===== config.mk =====
export PLATFORM = sky130hd
export DESIGN_NAME = deserializador
export DESIGN_NICKNAME = d
export VERILOG_FILES = /design/src/rtl/t3_pkg.sv /design/src/rtl/deserializador.sv
export SDC_FILE = /design/constraint.sdc
export NUM_CORES = 1
export LEC_CHECK = 0
export CAP_MARGIN = 20
export CORE_MARGIN = 4
export CORE_UTILIZATION = 35
export CTS_BUF_LIST = sky130_fd_sc_hd__clkbuf_16
export DETAILED_ROUTE_END_ITERATION = 6
export MAX_ROUTING_LAYER = met4
export PLACE_DENSITY = 0.65
export RECOVER_POWER = 50
export SLEW_MARGIN = 30
export SYNTH_ARGS = -nofsm -noshare
export SYNTH_HDL_FRONTEND = slang
export SYNTH_SLANG_ARGS = --single-unit

===== constraint.sdc =====
create_clock -name clock_100khz -period 1.2 [get_ports clock_100khz]
set_input_delay 0.18 -clock clock_100khz [delete_from_list [all_inputs] [get_ports clock_100khz]]
set_output_delay 0.18 -clock clock_100khz [all_outputs]
set_load 0.05 [all_outputs]

===== src/rtl/t3_pkg.sv =====
// Shared definitions for the serial-to-word path and the Fila-side logic.
// Holds the word width and the two-state handshake encoding.
package t3_pkg;

  localparam int unsigned WORD_W = 8;

  typedef enum logic {
    COLLECT  = 1'b0,
    WAIT_ACK = 1'b1
  } state_t;

endpackage


===== src/rtl/deserializador.sv =====
// Serial-to-parallel converter: collects WORD_W bits MSB first, then holds the
// word with data_ready high until the downstream Fila acknowledges it.
module deserializador #(
  parameter int unsigned WORD_W = t3_pkg::WORD_W
) (
  input  logic              clock_100khz,
  input  logic              reset,
  input  logic              data_in,
  input  logic              write_in,
  input  logic              ack_in,
  output logic              status_out,
  output logic              data_ready,
  output logic [WORD_W-1:0] data_out
);
  import t3_pkg::*;

  localparam int unsigned CNT_W = (WORD_W > 1) ? $clog2(WORD_W) : 1;
  localparam logic [CNT_W-1:0] LAST_BIT = CNT_W'(WORD_W - 1);

  state_t             state_q;
  logic [CNT_W-1:0]   cnt_q;
  logic [WORD_W-1:0]  shift_q;
  logic [WORD_W-1:0]  shift_d;
  logic [WORD_W-1:0]  data_q;
  logic               status_q;
  logic               ready_q;

  always_comb begin
    shift_d = {shift_q[WORD_W-2:0], data_in};
  end

  // data_q is loaded only on word completion, so it never shows partial words.
  always_ff @(posedge clock_100khz) begin
    if (!reset) begin
      state_q  <= COLLECT;
      cnt_q    <= '0;
      shift_q  <= '0;
      data_q   <= '0;
      status_q <= 1'b1;
      ready_q  <= 1'b0;
    end else begin
      unique case (state_q)
        COLLECT: begin
          if (write_in) begin
            shift_q <= shift_d;
            if (cnt_q == LAST_BIT) begin
              cnt_q    <= '0;
              data_q   <= shift_d;
              state_q  <= WAIT_ACK;
              status_q <= 1'b0;
              ready_q  <= 1'b1;
            end else begin
              cnt_q <= cnt_q + 1'b1;
            end
          end
        end
        WAIT_ACK: begin
          if (ack_in) begin
            state_q  <= COLLECT;
            status_q <= 1'b1;
            ready_q  <= 1'b0;
          end
        end
        default: begin
          state_q  <= COLLECT;
          status_q <= 1'b1;
          ready_q  <= 1'b0;
        end
      endcase
    end
  end

  assign status_out = status_q;
  assign data_ready = ready_q;
  assign data_out   = data_q;

endmodule


==> run notes <==
Share of the clock period used by the worst path after layout: 0.991. The simple-gate share of the synthesized area is 0.281, and the multi-input combinational cell count is 67. 15 I/O pins were placed. After floorplanning, the die was sized to cover 3200 sq um. The data required time of the critical path is 1380 ps. The fraction of synthesized cell area taken by the top area cell type is 0.510, and the count of clock buffers in the final design is 3. The slowest stage of the critical path belongs to the cell dfxtp_2. The clock network area share is 0.0722, and the count of inserted antenna diode cells is 0. The main area contributors are dfxtp_1 51%, nand2_1 12%, nand3_1 9.7%, a21boi_1 9.1%, ha_1 3.0%. With the relative slew slack at 0.811, the number of placed instances, taps included is 135. The via count of the first global-routing pass is 694. Summing all flip-flop and latch instances after layout gives 423 sq um. The uppermost signal routing layer after detailed routing was met4. The count of mapped cells out of synthesis was 93; the share of the final layout cell area in sequential cells was 0.381. The part of the Yosys area used for sequential elements is 0.510. The final hold violation count recorded for this run is 0. The script extracted a net switching power of 0.285 mW. Counting only logic cells after layout, the most numerous master is nand2_1.

In this design, the stage delay of the slowest critical-path cell is 340 ps. The number of port buffers came out at 14. The number of buffers and inverters on the critical path is 0, and the logic gate fraction of the total cell area is 0.387. The tightest min-delay check is of the input port to register type. The die is 56.5 um wide. The maximum level of the CTS H-tree came out at 1.

For the number of filler cells placed in the layout, the log shows 230. The run finished with clean final reports. Per the post-synthesis report, the nets total 100. The tools report the DRC violation count after routing as 0.

The critical path in the final layout is reported with a setup slack of 11.1 ps. The floorplan step defined a core boundary enclosing 2230 sq um. Group with the largest share of power: registers. The met3 usage is 0.0483.
## registers in the layout (all words and copies together) (netlist names)
register and flops:
shift_q 7, state_q 1, cnt_q 3, data_out 8
status_out 1, data_ready 1
## path summary, 6_finish.rpt
| check | from | to | slack [ps] | cells after the start |
|---|---|---|---|---|
| max | cnt_q[0] | cnt_q[0] | 10 | 4 |
| min | write_in | cnt_q[0] | 410 | 4 |
| max reg2reg | cnt_q[0] | cnt_q[0] | 10 | 4 |
| min reg2reg | data_out[0] | data_out[0] | 450 | 2 |
## what timing repair did
| action | in CTS | in global routing |
|---|---|---|
| gates resized | 1 | 12 |
| endpoints found under the setup margin | 9 | 15 |
| pin swaps | 0 | 6 |
| gates cloned | 1 | 0 |
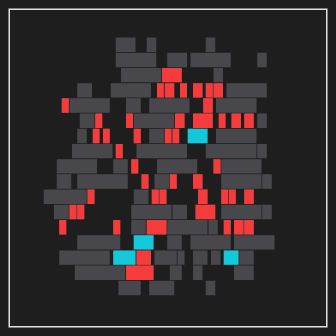
Fig. 1. Logic cells by family.
Key: and/or cells = cyan [cells 4, where bottom centre]; nand cells = red [cells 45]

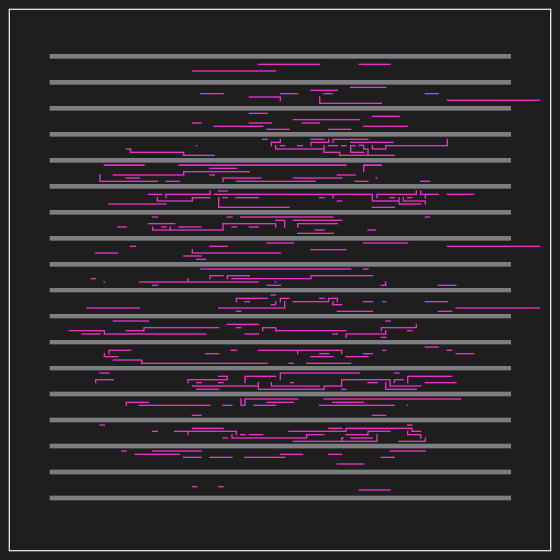
Fig. 2. Met1 routing.
Supply wires on this layer in grey.
The layer holds 45% of the routed length. The wires run mostly horizontal. The layer carries 789 um of wire. 113 nets have wire on it.
via count of the routed design: 688
Routed Wire Length: 1.74 mm
met1 capacity usage during global routing: 0.142

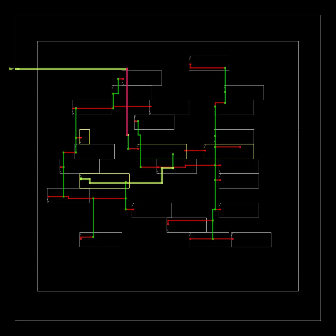
Fig. 3. Clock nets.
P_clk: 0.684 mW
clock tree skew after final layout: 3.27 ps

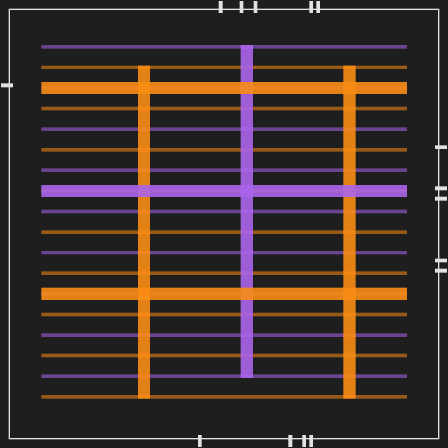
Fig. 4. PDN straps and rails.
Pins as bars on the die edge.
Key: VSS = orange; VDD = purple
3 straps on met4. 15 signal pins sit on the boundary.

No activity file was given, so power comes from the tool's default toggle rates.
